==> src/rtl/ctrl_pkg.sv <==
`default_nettype none
// ============================================================================
// Module   : ctrl_pkg
// Brief    : Shared types and encodings for the multi-cycle RV32I sequencer:
//            FSM states, instruction classes, opcodes, ALU and immediate
//            select encodings.
// Revision : 1.0 - initial release
// ============================================================================
package ctrl_pkg;

   // Sequencer states
   typedef enum logic [2:0] {
      FETCH   = 3'd0,
      DECODE  = 3'd1,
      EXECUTE = 3'd2,
      MEM     = 3'd3,
      WB      = 3'd4,
      TRAP    = 3'd5
   } state_t;

   // Instruction classes produced by the decoder
   typedef enum logic [2:0] {
      ALU_R   = 3'd0,
      ALU_I   = 3'd1,
      LOAD    = 3'd2,
      STORE   = 3'd3,
      BRANCH  = 3'd4,
      ILLEGAL = 3'd5
   } instr_class_t;

   // Supported major opcodes
   localparam logic [6:0] OP_R      = 7'b0110011;
   localparam logic [6:0] OP_I      = 7'b0010011;
   localparam logic [6:0] OP_LOAD   = 7'b0000011;
   localparam logic [6:0] OP_STORE  = 7'b0100011;
   localparam logic [6:0] OP_BRANCH = 7'b1100011;

   // ALU operation encodings
   localparam logic [2:0] ALU_ADD = 3'b000;
   localparam logic [2:0] ALU_SUB = 3'b001;
   localparam logic [2:0] ALU_AND = 3'b010;
   localparam logic [2:0] ALU_OR  = 3'b011;
   localparam logic [2:0] ALU_SLT = 3'b101;

   // Immediate format encodings
   localparam logic [1:0] IMM_I = 2'b00;
   localparam logic [1:0] IMM_S = 2'b01;
   localparam logic [1:0] IMM_B = 2'b10;

endpackage
`default_nettype wire

==> src/rtl/ctrl_decoder.sv <==
`default_nettype none
// ============================================================================
// Module   : ctrl_decoder
// Brief    : Combinational instruction decoder. Maps opcode/funct3/funct7 to
//            an instruction class, ALU operation and immediate format.
// Revision : 1.0 - initial release
// ============================================================================
module ctrl_decoder
   import ctrl_pkg::*;
(
   input  logic [6:0]   opcode,
   input  logic [2:0]   funct3,
   input  logic [6:0]   funct7,
   output instr_class_t iclass,
   output logic [2:0]   alu_ctrl,
   output logic [1:0]   imm_src
);

   // Only funct7[5] distinguishes add from sub among the supported ops
   logic unused_funct7;
   assign unused_funct7 = ^{funct7[6], funct7[4:0]};

   // Classify the instruction and pick its ALU operation and immediate type
   always_comb begin
      iclass   = ILLEGAL;
      alu_ctrl = ALU_ADD;
      imm_src  = IMM_I;
      case (opcode)
         OP_R: begin
            iclass = ALU_R;
            case (funct3)
               3'b000:  alu_ctrl = funct7[5] ? ALU_SUB : ALU_ADD;
               3'b111:  alu_ctrl = ALU_AND;
               3'b110:  alu_ctrl = ALU_OR;
               3'b010:  alu_ctrl = ALU_SLT;
               default: alu_ctrl = ALU_ADD;
            endcase
         end
         OP_I:      iclass = ALU_I;
         OP_LOAD:   iclass = LOAD;
         OP_STORE: begin
            iclass  = STORE;
            imm_src = IMM_S;
         end
         OP_BRANCH: begin
            iclass   = BRANCH;
            alu_ctrl = ALU_SUB;
            imm_src  = IMM_B;
         end
         default:   iclass = ILLEGAL;
      endcase
   end

endmodule
`default_nettype wire

==> src/rtl/multicycle_ctrl.sv <==
`default_nettype none
// ============================================================================
// Module   : multicycle_ctrl
// Brief    : Multi-cycle RV32I sequencer (FETCH/DECODE/EXECUTE/MEM/WB/TRAP)
//            sharing one memory port through a req/ready handshake.
//            Optional performance counters under MULTICYCLE_CTRL_PERF_EN.
// Revision : 1.0 - initial release
// ============================================================================
module multicycle_ctrl
   import ctrl_pkg::*;
#(
   parameter int DATA_W = 32
) (
   input  logic              clk,
   input  logic              rst,
   input  logic [31:0]       instr,
   input  logic              EQ,
   input  logic              mem_ready,
   output logic              mem_req,
   output logic              mem_we,
   output logic              addr_src,
   output logic              IRWrite,
   output logic              PCWrite,
   output logic              PCsrc,
   output logic              RegWrite,
   output logic              result_src,
   output logic              ALUsrc,
   output logic [2:0]        ALUctrl,
   output logic [1:0]        ImmSrc,
   output logic              illegal
`ifdef MULTICYCLE_CTRL_PERF_EN
   ,
   output logic [DATA_W-1:0] cycle_cnt,
   output logic [DATA_W-1:0] instret_cnt
`endif
);

   state_t       state_q, state_d;
   instr_class_t dec_class;
   logic [2:0]   dec_alu;
   logic [1:0]   dec_imm;
   logic         uses_imm;

   // Register-index and rd fields belong to the datapath, not the sequencer
   logic unused_instr;
   assign unused_instr = ^{instr[24:15], instr[11:7]};

   ctrl_decoder u_decoder (
      .opcode   (instr[6:0]),
      .funct3   (instr[14:12]),
      .funct7   (instr[31:25]),
      .iclass   (dec_class),
      .alu_ctrl (dec_alu),
      .imm_src  (dec_imm)
   );

   assign uses_imm = (dec_class == ALU_I) || (dec_class == LOAD) || (dec_class == STORE);

   // Next state and control outputs from state, instruction and handshake;
   // reset forces every output low at once so no write can land during it
   always_comb begin
      state_d    = state_q;
      mem_req    = 1'b0;
      mem_we     = 1'b0;
      addr_src   = 1'b0;
      IRWrite    = 1'b0;
      PCWrite    = 1'b0;
      PCsrc      = 1'b0;
      RegWrite   = 1'b0;
      result_src = 1'b0;
      ALUsrc     = 1'b0;
      ALUctrl    = ALU_ADD;
      ImmSrc     = IMM_I;
      illegal    = 1'b0;
      case (state_q)
         FETCH: begin
            mem_req = 1'b1;
            if (mem_ready) begin
               IRWrite = 1'b1;
               PCWrite = 1'b1;
               state_d = DECODE;
            end
         end
         DECODE: begin
            ImmSrc  = dec_imm;
            state_d = (dec_class == ILLEGAL) ? TRAP : EXECUTE;
         end
         EXECUTE: begin
            ImmSrc  = dec_imm;
            ALUctrl = dec_alu;
            ALUsrc  = uses_imm;
            case (dec_class)
               ALU_R, ALU_I: state_d = WB;
               LOAD, STORE:  state_d = MEM;
               BRANCH: begin
                  if (!EQ) begin
                     PCWrite = 1'b1;
                     PCsrc   = 1'b1;
                  end
                  state_d = FETCH;
               end
               default:      state_d = TRAP;
            endcase
         end
         MEM: begin
            // Operands held so the ALU address stays valid across waits
            ImmSrc   = dec_imm;
            ALUctrl  = dec_alu;
            ALUsrc   = 1'b1;
            mem_req  = 1'b1;
            addr_src = 1'b1;
            mem_we   = (dec_class == STORE);
            if (mem_ready) begin
               state_d = (dec_class == STORE) ? FETCH : WB;
            end
         end
         WB: begin
            ImmSrc     = dec_imm;
            ALUctrl    = dec_alu;
            ALUsrc     = uses_imm;
            RegWrite   = 1'b1;
            result_src = (dec_class == LOAD);
            state_d    = FETCH;
         end
         TRAP:    illegal = 1'b1;
         default: state_d = FETCH;
      endcase
      if (!rst) begin
         mem_req    = 1'b0;
         mem_we     = 1'b0;
         addr_src   = 1'b0;
         IRWrite    = 1'b0;
         PCWrite    = 1'b0;
         PCsrc      = 1'b0;
         RegWrite   = 1'b0;
         result_src = 1'b0;
         ALUsrc     = 1'b0;
         ALUctrl    = ALU_ADD;
         ImmSrc     = IMM_I;
         illegal    = 1'b0;
      end
   end

   // State register with synchronous active-low reset into FETCH
   always_ff @(posedge clk) begin
      if (!rst) begin
         state_q <= FETCH;
      end else begin
         state_q <= state_d;
      end
   end

`ifdef MULTICYCLE_CTRL_PERF_EN
   logic [DATA_W-1:0] cycle_cnt_q, cycle_cnt_d;
   logic [DATA_W-1:0] instret_cnt_q, instret_cnt_d;
   logic              retire;

   // Count cycles and retirements; both freeze once trapped
   always_comb begin
      retire = (state_q == WB) ||
               ((state_q == MEM) && (dec_class == STORE) && mem_ready) ||
               ((state_q == EXECUTE) && (dec_class == BRANCH));
      cycle_cnt_d   = cycle_cnt_q;
      instret_cnt_d = instret_cnt_q;
      if (state_q != TRAP) begin
         cycle_cnt_d = cycle_cnt_q + {{(DATA_W-1){1'b0}}, 1'b1};
         if (retire) begin
            instret_cnt_d = instret_cnt_q + {{(DATA_W-1){1'b0}}, 1'b1};
         end
      end
   end

   // Counter registers, cleared by reset
   always_ff @(posedge clk) begin
      if (!rst) begin
         cycle_cnt_q   <= '0;
         instret_cnt_q <= '0;
      end else begin
         cycle_cnt_q   <= cycle_cnt_d;
         instret_cnt_q <= instret_cnt_d;
      end
   end

   assign cycle_cnt   = cycle_cnt_q;
   assign instret_cnt = instret_cnt_q;
`else
   logic [DATA_W-1:0] unused_perf_w;
   assign unused_perf_w = '0;
`endif

endmodule
`default_nettype wire

==> config.mk <==
export PLATFORM = sky130hd
export DESIGN_NAME = multicycle_ctrl
export DESIGN_NICKNAME = d
export VERILOG_FILES = /design/src/rtl/ctrl_pkg.sv /design/src/rtl/ctrl_decoder.sv /design/src/rtl/multicycle_ctrl.sv
export SDC_FILE = /design/constraint.sdc
export NUM_CORES = 1
export LEC_CHECK = 0
export CORE_AREA = 2 2 44 46
export CTS_CLUSTER_DIAMETER = 50
export DETAILED_ROUTE_END_ITERATION = 7
export DIE_AREA = 0 0 46 48
export PLACE_DENSITY = 0.81
export REMOVE_ABC_BUFFERS = 1
export SYNTH_ARGS = -nofsm -noshare
export SYNTH_HDL_FRONTEND = slang
export SYNTH_SLANG_ARGS = --single-unit
==> constraint.sdc <==
create_clock -name clk -period 3.6 [get_ports clk]
set_clock_uncertainty 0.1 [all_clocks]
set_input_delay 0.72 -clock clk [delete_from_list [all_inputs] [get_ports clk]]
set_output_delay 0.72 -clock clk [all_outputs]
set_load 0.01 [all_outputs]
Fig. 1: run 1, clock distribution
The bar under the picture is 10 microns long.
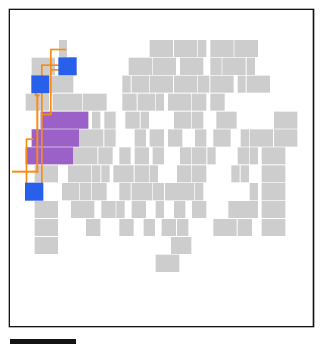
[blue] clock-net drivers | count: 3
[orange] clock wires | length: 67.1 microns
[purple] flip-flops | count: 3
routed clock nets	4

Fig. 2: run 1, metal layers overlaid
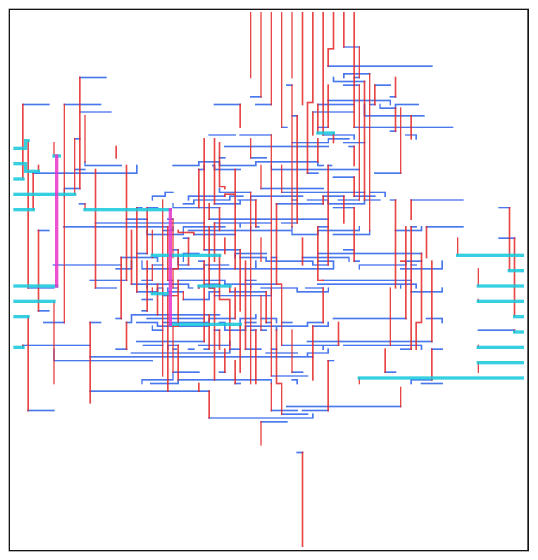
colour	layer	wire length
blue	M1	685 microns
red	M2	700 microns
magenta	M4	21.8 microns
cyan	M3	85.1 microns
Via Count: 670
Total Routing Usage GR: 15.2%
total wire length after detailed routing: 1.49 mm
routed wirelength normalized by instance count: 11.7 microns

Fig. 3: run 1, met3 routing
Cells faint in the background.
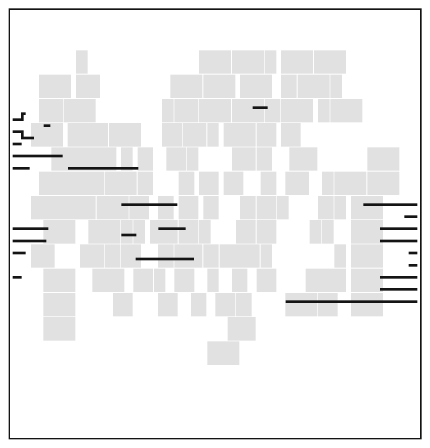
wire length on this layer	85.1 microns
main direction	horizontal
nets with wire on the layer	23
longest straight run	14.5 microns
routing usage on met3: 3.40%

Fig. 4: run 1, routed metal per tile
The bar under the picture is 10 microns long. 9 x 10 tiles, from white (low) to dark blue (high), scaled to the fullest tile. Values are wire area over tile area, all layers added.
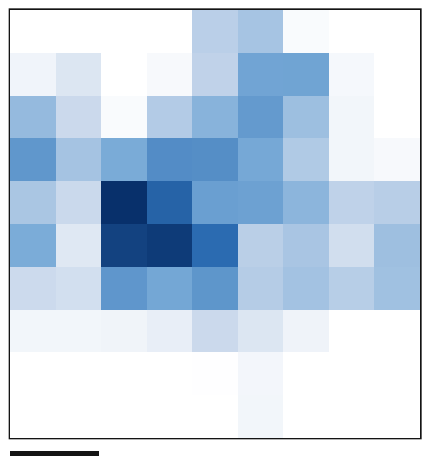
densest ninth of the die	centre
fullest tile	0.45
nearly empty tiles	30%
tiles over half the peak	19%

==> metrics.log, run 1 <==
[flow] summary of implementation run
INFO  metric result_of_the_run = completed
INFO  metric warnings = 46
INFO  metric power.ir.vdd_worst = roughly 200 uV
INFO  metric final_core_utilization = between 50% and 60%
INFO  metric clock_transition_at_the_registers_of_the_reported_paths = about 30 ps
INFO  metric max_cap_violations = 0
INFO  metric layout-drive-gt1-share = 10.0%
INFO  metric detailedRoute.firstIterationViolations = 15
INFO  metric die_area = 2210 sq um
INFO  metric async_flop_share = 0%
INFO  metric vias_per_cell = 5.28
INFO  metric critical_path_peak_fanout = 8
INFO  metric dp_slack = roughly 120 ps
INFO  metric post-route-period-util = about 96%
INFO  metric fp.coreArea = 1690 sq um
INFO  metric clkbuf_count = 4
INFO  metric max_freq = 289 MHz
INFO  metric critical_path_class = in2out
INFO  metric hold_path_class = reg2reg
INFO  metric crit_required = 2780 ps
INFO  metric final_net_count = between 100 and 150
INFO  metric max_slew_margin = approximately three quarters
INFO  metric yosys.stat.seqShare = between 10% and 20%
INFO  metric layout_top_registers = state_q x3
INFO  metric num_tap_cells = 17
INFO  metric hp-start = state_q[1]
INFO  metric place_congestion = ~0.88
INFO  metric global_route_wire_length_before_repair = about 2.4 mm
INFO  metric die_width = around 46 microns
INFO  metric grt_antenna_before_repair = 0
INFO  metric layout.non_clock_inverters = 2
INFO  metric post_cts_resized = 0
INFO  metric synth.largest_area_cell = dfxtp_1
INFO  metric largest_register_by_flop_count = state_q
INFO  metric power.density_cell_area = around 190 nW/um^2
INFO  metric via_count_of_the_first_global_routing_pass = 570
INFO  metric clock_tree_area_fraction = about 3.1%
INFO  metric maximum_number_of_pins_on_one_net_before_global_route_repair = 15
INFO  metric report.power.total = 0.163 mW
INFO  metric ctsLongestPathBuffers = 2
run 1: report_power, final:
part           internal (mW)  switching (mW)  total (mW)
registers             0.0357         0.00659      0.0422
clock network         0.0415          0.0167      0.0582
logic                 0.0364          0.0263      0.0627
run 1: cell usage after synthesis (2+ instances only):
library cell   n
nor2_1        11
nand2b_1       8
a21oi_1        7
nand2_1        6
buf_2          5
nor2b_1        5
dfxtp_1        3
nand3_1        3
nor3_1         3
o22ai_1        3
and4b_1        2
inv_1          2
nor4b_1        2
o21ai_0        2
o21ai_1        2
or3_1          2
run 1: critical path, stage by stage:
cell and delay (ps):
clkdlybuf4s50_1 400, and4bb_2 390, nand2b_1 90, or3_1 380, nor3_2 110, clkdlybuf4s50_1 560
run 1: worst max path at each step:
stage                         from    endpoint  slack (ps)  cells past startpoint
after detailed placement  instr[2]  ALUctrl[2]         120                      6
final                     instr[2]  ALUctrl[2]         130                      6
after floorplan           instr[2]     PCWrite        1060                      4
after global routing      instr[2]  ALUctrl[2]          20                      6
after CTS                 instr[2]  ALUctrl[2]         120                      6
after global placement    instr[2]  ALUctrl[2]         140                      6
run 1: layout by cell type (no fill, tap or decap), types with 3 or more instances in the layout:
cell / n
nand2b_1: 8
nor2_1: 11
nor3_1: 3
o22ai_1: 3
nand3_1: 3
a21oi_1: 7
buf_4: 4
nor2b_1: 5
nand2_1: 6
dfxtp_1: 3
clkbuf_4: 3
clkdlybuf4s50_1: 29
run 1: cell families after synthesis:
group                  share of synthesized area (%)
and+or+nand+nor                                 63.2
DFF                                             11.8
buffers and inverters                           7.11
AOI/OAI and AO/OA                               17.9
run 1: routing by layer:
metal	GRT usage [%]	wire (microns)
met3	3.40	85
met1	20.6	684
met2	21.4	700
met4	9.71	21
met5	0	0
==> inputs of run 2 (changes only) <==
Settings changed: SLEW_MARGIN set to 20.
Fig. 5: run 2, routed metal per tile
The bar under the picture is 10 microns long. 9 x 10 tiles, from white (low) to dark blue (high), scaled to the fullest tile. Values are wire area over tile area, all layers added.
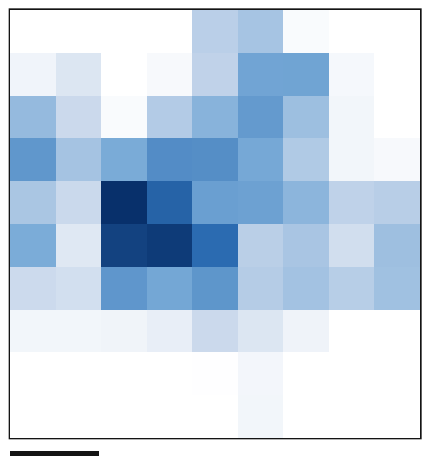
densest ninth of the die	centre
mean over tiles	0.11
fullest tile	0.45
emptiest ninth of the die	south-east
nearly empty tiles	30%
tiles over half the peak	19%

==> run 2 against run 1 <==
Net effect:
- total power unchanged
- final area unchanged
- combinational power barely moved
- via count unchanged
- first-iteration DRC count unchanged
- largest power group unchanged
- core utilization stayed put
- largest cell class unchanged
- die size unchanged
- critical path depth unchanged
==> metrics.log, run 2 <==
[flow] summary of implementation run
INFO  metric route.vias.total = approximately 670
INFO  metric grt_setup_unrepaired = false
INFO  metric use_met1 = roughly a fifth
INFO  metric clock_transition_at_the_registers_of_the_reported_paths = 30 ps
INFO  metric yosys_cells = between 70 and 80
INFO  metric report.power.total = between 0.15 and 0.2 mW
INFO  metric synth.most_common_cell = nor2_1
INFO  metric result_of_the_run = completed
INFO  metric finalMaxSlewViolations = 0
INFO  metric mostFrequentLayoutCells = clkdlybuf4s50_1 (29), nor2_1 (11), nand2b_1 (8)
INFO  metric synth.largest_area_cell = dfxtp_1
INFO  metric die_area = between 2000 and 2500 sq um
INFO  metric power.density_cell_area = around 190 nW/um^2
INFO  metric maximum_number_of_pins_on_one_net_before_global_route_repair = 15
INFO  metric place_congestion = approximately 0.88
INFO  metric setup.worst_path.end = ALUctrl[2]
INFO  metric grt_use_met2 = about a fifth
INFO  metric share_seq_of_total_power = between 20% and 30%
INFO  metric drc = 0
INFO  metric global_route_wire_length_before_repair = around 2.4 mm
INFO  metric met2RoutedLength = 700 microns
INFO  metric switching_power = 0.0495 mW
INFO  metric layout_top_registers = state_q x3
INFO  metric finalWirelength = around 1.5 mm
INFO  metric track_usage = 15.2%
INFO  metric final_common_cell = clkdlybuf4s50_1
INFO  metric final_net_count = between 100 and 150
INFO  metric post_cts_resized = 0
INFO  metric switching_share = 30.4%
INFO  metric grt_busiest_layer = met2
INFO  metric max_slew_margin = about three quarters
INFO  metric layout-drive-gt1-share = around 10%
INFO  metric max_cap_violations = 0
INFO  metric fp_util = 30.2%
INFO  metric async_flop_share = 0%
INFO  metric warnings = between 40 and 50
INFO  metric synth.top_cells.by_count = nor2_1 (11), nand2b_1 (8), a21oi_1 (7)
INFO  metric fp.coreArea = around 1700 sq um
INFO  metric p_leak = around 0.3 nW
INFO  metric power.ir.vdd_worst = a little under 200 uV
INFO  metric ys_types = 29
INFO  metric crit_start = instr[2]
INFO  metric grt_use_met3 = under 10%
INFO  metric ctsLongestPathBuffers = 2
INFO  metric final_core_utilization = just over 50%
INFO  metric dp_hpwl = approximately 1.2 mm
INFO  metric cts_root_buf = clkbuf_4
INFO  metric max_freq = 289 MHz
INFO  metric met1Wirelength = 684 microns
INFO  metric endpoint_kind = output pin
INFO  metric yosys.stat.seqShare = about an eighth
INFO  metric r2r_start = state_q[1]
INFO  metric hold_path_class = reg2reg
INFO  metric crit_required = 2780 ps
INFO  metric drt-wirelength-per-cell = between 10 and 15 microns
INFO  metric via_count_of_the_first_global_routing_pass = about 570
INFO  metric p_comb_share = 38.4%
INFO  metric top_layer_used = met4
INFO  metric share_clk_of_total_power = approximately 36%
INFO  metric p_int = around 0.11 mW
INFO  metric critical_path_class = in2out
INFO  metric vias_per_cell = roughly 5.3
INFO  metric die_width = 46 microns
INFO  metric post-route-period-util = 96.3%
INFO  metric holdBufCountCts = 0
INFO  metric detailedRoute.firstIterationViolations = 15
INFO  metric stdcell_area = ~850 sq um
INFO  metric critical_path_peak_fanout = 8
INFO  metric yosys-stat-area = 510 sq um
INFO  metric detail-route-antenna-nets = 0
INFO  metric wl_met3 = roughly 85 microns
INFO  metric grt_antenna_before_repair = 0
INFO  metric num_cts_buffers = 3
INFO  metric largest_register_by_flop_count = state_q
==> run 2: cell counts in the layout (fill, tap and decap cells not counted) <==
Identical to the previous run, type by type.
==> run 2: cell type report <==
class | instances | area, sq um
tap | 17 | 21.3
inverter | 2 | 7.51
multi-input combinational | 68 | 414
clock buffer | 4 | 26.3
timing repair buffer | 33 | 320
sequential | 3 | 60.1
fill | 169 | 840
==> run 2: how the worst min path moves through the flow <==
stage / startpoint / to / slack (ps) / cells past startpoint
after global routing: state_q[1] / state_q[1] / 630 / 2
after global placement: state_q[1] / state_q[1] / 570 / 2
after CTS: state_q[1] / state_q[1] / 570 / 2
after detailed placement: state_q[1] / state_q[1] / 560 / 2
after floorplan: state_q[1] / state_q[1] / 490 / 2
final: state_q[1] / state_q[1] / 580 / 2
==> run 2: cells by family (layout without fill, tap and decap cells) <==
| family | count (synthesis) | in the layout | share of synthesized area [%] |
|---|---|---|---|
| flip-flops | 3 | 3 | 11.8 |
| buffers and inverters | 8 | 39 | 7.11 |
| AND-OR/OR-AND | 16 | 16 | 17.9 |
| AND/OR/NAND/NOR | 52 | 52 | 63.2 |
==> run 2: power by group through the flow <==
stage	registers [mW]	clock network (mW)	logic (mW)
after CTS	0.0421	0.0614	0.0628
after global routing	0.0434	0.0667	0.0688
after floorplan	0.0410	0	0.0270
after global placement	0.0425	0	0.0613
after detailed placement	0.0426	0	0.0624
final	0.0422	0.0582	0.0627
==> run 2: stage by stage <==
step                hold WS, ps  instances  worst slack, ps
CTS                         573        127              117
finish                      580        127              134
detailed placement          563        123              122
floorplan                   488         73             1060
global route                634        127             19.8
global placement            566        123              140
==> run 2: worst max-delay path, stage by stage <==
cell             delay, ps
clkdlybuf4s50_1        400
and4bb_2               390
nand2b_1                90
or3_1                  380
nor3_2                 110
clkdlybuf4s50_1        560
Fig. 6: run 2, metal layers overlaid
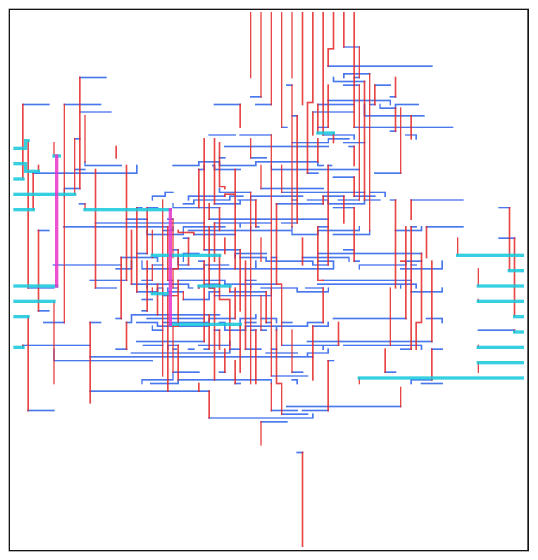

==> inputs of run 3 (changes only) <==
Settings changed: CELL_PAD_IN_SITES_DETAIL_PLACEMENT set to 0, CELL_PAD_IN_SITES_GLOBAL_PLACEMENT set to 1, CORE_AREA 2 2 44 46 to 2 2 63 50, DIE_AREA 0 0 46 48 to 0 0 65 52, PLACE_DENSITY 0.81 to unset, PLACE_DENSITY_LB_ADDON set to 0.1.
Fig. 7: run 3, metal layers overlaid
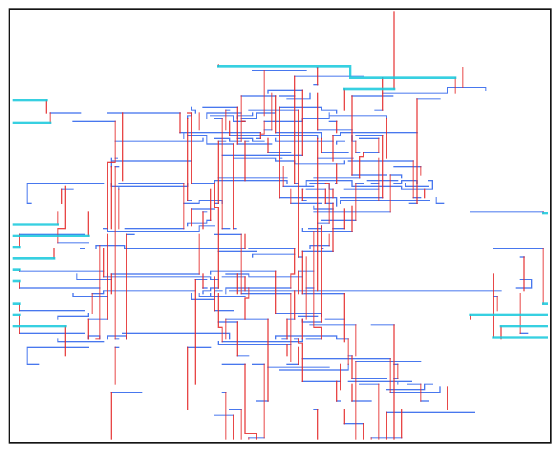
colour	layer	wire length
cyan	M3	94.8 microns
blue	M1	942 microns
red	M2	727 microns
total wire length after detailed routing: 1.76 mm
routed wirelength normalized by instance count: 11.8 microns

==> run 3 against run 2 <==
Net effect:
- hold slack got worse by 10 ps
- die size rose by 53%
- sequential power increased by 2%
- critical path depth unchanged
- non-clock buffer count rose by 1
- clock-buffer cell count unchanged
- global-route usage down 3.9 points
- core utilization shrank 18 points
- via count rose by 1.9%
- sequential cell count is the same
- first-iteration DRC count grew 27%
- largest power group is now clock
==> metrics.log, run 3 <==
[flow] summary of implementation run
INFO  metric yosys-stat-area = 510 sq um
INFO  metric stdcell_area = approximately 900 sq um
INFO  metric hold_path_class = reg2reg
INFO  metric critical_path_peak_fanout = 8
INFO  metric largest_register_ff_count = 3
INFO  metric detail-route-antenna-nets = 0
INFO  metric post_synth_inst_count = ~79
INFO  metric final_common_cell = clkdlybuf4s50_1
INFO  metric antenna-diode-count = 0
INFO  metric place_congestion = between 0.7 and 0.8
INFO  metric placement.cell_area = about 860 sq um
INFO  metric p_leak = approximately 0.32 nW
INFO  metric critical_path_class = in2out
INFO  metric max_cap_violations = 0
INFO  metric post-route-period-util = a little over nine tenths
INFO  metric holdBufCountCts = 0
INFO  metric final_critical_path_setup_slack = roughly 100 ps
INFO  metric clkLatencyLatePin = approximately 220 ps
INFO  metric maximum_number_of_pins_on_one_net_before_global_route_repair = 15
INFO  metric cts_root_buf = clkbuf_8
INFO  metric report.power.total = ~0.20 mW
INFO  metric max_slew_margin = 71.9%
INFO  metric grt_use_met2 = approximately 18%
INFO  metric cts.repair_timing.setup_buffer_count = 0
INFO  metric ys_types = 29
INFO  metric final_core_utilization = around a third
INFO  metric endpoint_kind = output pin
INFO  metric clock_sink_count = 3
INFO  metric route.vias.total = between 600 and 700
INFO  metric final_period_minus_worst_setup_slack = 3500 ps
INFO  metric via_count_of_the_first_global_routing_pass = 660
INFO  metric clock_transition_at_the_registers_of_the_reported_paths = approximately 30 ps
INFO  metric finalHoldWorstSlack = approximately 570 ps
INFO  metric placementRows = 17
INFO  metric drt_pass1_iterations = 3
INFO  metric grt_remaining_overflow = 0
INFO  metric post_layout_nonfiller_instances = 149
INFO  metric synth.largest_area_cell = dfxtp_1
INFO  metric dp_slack = about 84 ps
INFO  metric dpl.cell_count = 145
INFO  metric final-hold-violation-count = 0
INFO  metric grt_antenna_before_repair = 0
INFO  metric finalMaxSlewViolations = 0
INFO  metric yosys_cells = slightly below 80
INFO  metric vias_per_cell = between 4 and 5
INFO  metric final_net_count = approximately 150
INFO  metric use_met1 = 15.2%
INFO  metric ctsLongestPathBuffers = 2
INFO  metric crit_required = ~2800 ps
INFO  metric global_route_wire_length_before_repair = about 3.0 mm
INFO  metric mostFrequentLayoutCells = clkdlybuf4s50_1 (29), nor2_1 (11), nand2b_1 (8)
INFO  metric grt_use_met3 = 3.46%
INFO  metric num_cts_buffers = 3
INFO  metric layout-drive-gt1-share = 10.8%
INFO  metric die_area = approximately 3400 sq um
INFO  metric track_usage = a little under an eighth
INFO  metric post_cts_resized = 0
INFO  metric largest_register_by_flop_count = state_q
INFO  metric max_freq = around 290 MHz
INFO  metric async_flop_share = 0%
INFO  metric drc = 0
INFO  metric result_of_the_run = completed
INFO  metric die_width = 65 microns
INFO  metric power.density_cell_area = between 200 and 250 nW/um^2
INFO  metric fp_util = 18.3%
INFO  metric power.ir.vdd_worst = 89.2 uV
INFO  metric syn_area = between 500 and 600 sq um
INFO  metric grt_busiest_layer = met2
INFO  metric clock_tree.htree_level_count = 1
INFO  metric warnings = 46
INFO  metric fp.coreArea = around 2800 sq um
INFO  metric ports_placed_on_the_boundary = about 50
INFO  metric dp_hpwl = ~1.4 mm
INFO  metric synth.top_cells.by_count = nor2_1 (11), nand2b_1 (8), a21oi_1 (7)
INFO  metric finalSetupViolCount = 0
INFO  metric detailedRoute.firstIterationViolations = 19
INFO  metric grt_setup_unrepaired = false
INFO  metric ys_top_cells_by_area = dfxtp_1 (12%), nand2b_1 (9.8%), nor2_1 (8.1%)
INFO  metric synth.most_common_cell = nor2_1
INFO  metric layout_top_registers = state_q x3
INFO  metric yosys.stat.seqShare = around an eighth
==> run 3: cell counts after synthesis <==
Identical to the previous run, type by type.
==> run 3: power breakdown <==
group          total [mW]  internal, mW  switching (mW)  leakage, nW
clock              0.0972        0.0755          0.0217       0.0228
combinational      0.0640        0.0370          0.0270        0.270
sequential         0.0430        0.0357         0.00724       0.0246
total               0.204         0.148          0.0560        0.317
==> run 3: worst max-delay path, stage by stage <==
cell             delay (ps)
clkdlybuf4s50_1         390
and4bb_2                400
nand2b_1                100
or3_1                   400
nor3_2                  110
clkdlybuf4s50_1         550
==> run 3: worst paths after layout <==
check | to | cells past startpoint | from | slack [ps]
max | ALUctrl[2] | 6 | instr[2] | 100
max reg2reg | state_q[2] | 3 | state_q[0] | 2200
min reg2reg | state_q[1] | 2 | state_q[1] | 570
min | state_q[1] | 2 | state_q[1] | 570
==> run 3: layout make-up <==
class / count / area [sq um]
inverters: 2 / 7.51
clock buffers: 4 / 45.0
fillers: 311 / 1880
repair buffers: 34 / 328
multi-input cells: 68 / 414
well taps: 38 / 47.5
flip-flops and latches: 3 / 60.1
==> run 3: layer usage <==
layer  vias to the layer above  part of all wire (%)
li1                        351                     -
met1                       311                    53
met2                        21                    41
met3                         0                   5.3
met4                         0                     0
met5                         -                     0
==> run 3: logic make-up (layout without fill, tap and decap cells) <==
| group | Yosys count | in the layout | synth area share, % |
|---|---|---|---|
| AND-OR/OR-AND | 16 | 16 | 17.9 |
| buffers and inverters | 8 | 40 | 7.11 |
| flip-flops | 3 | 3 | 11.8 |
| AND/OR/NAND/NOR | 52 | 52 | 63.2 |

==> gallery <==
Clock nets.
(a)
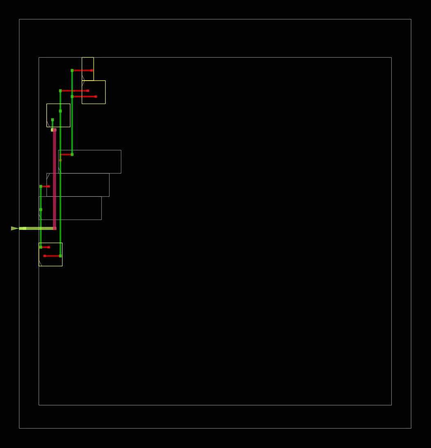
(b)
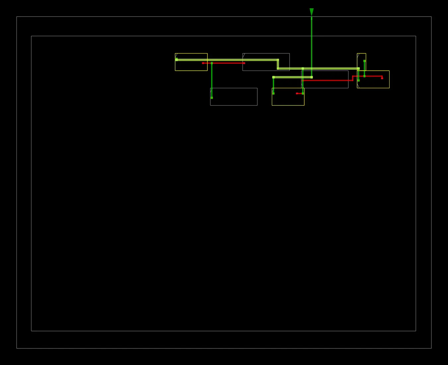
Run 1 is (a).
Run 3 is (b).

Power and IR drop assume default switching activity.
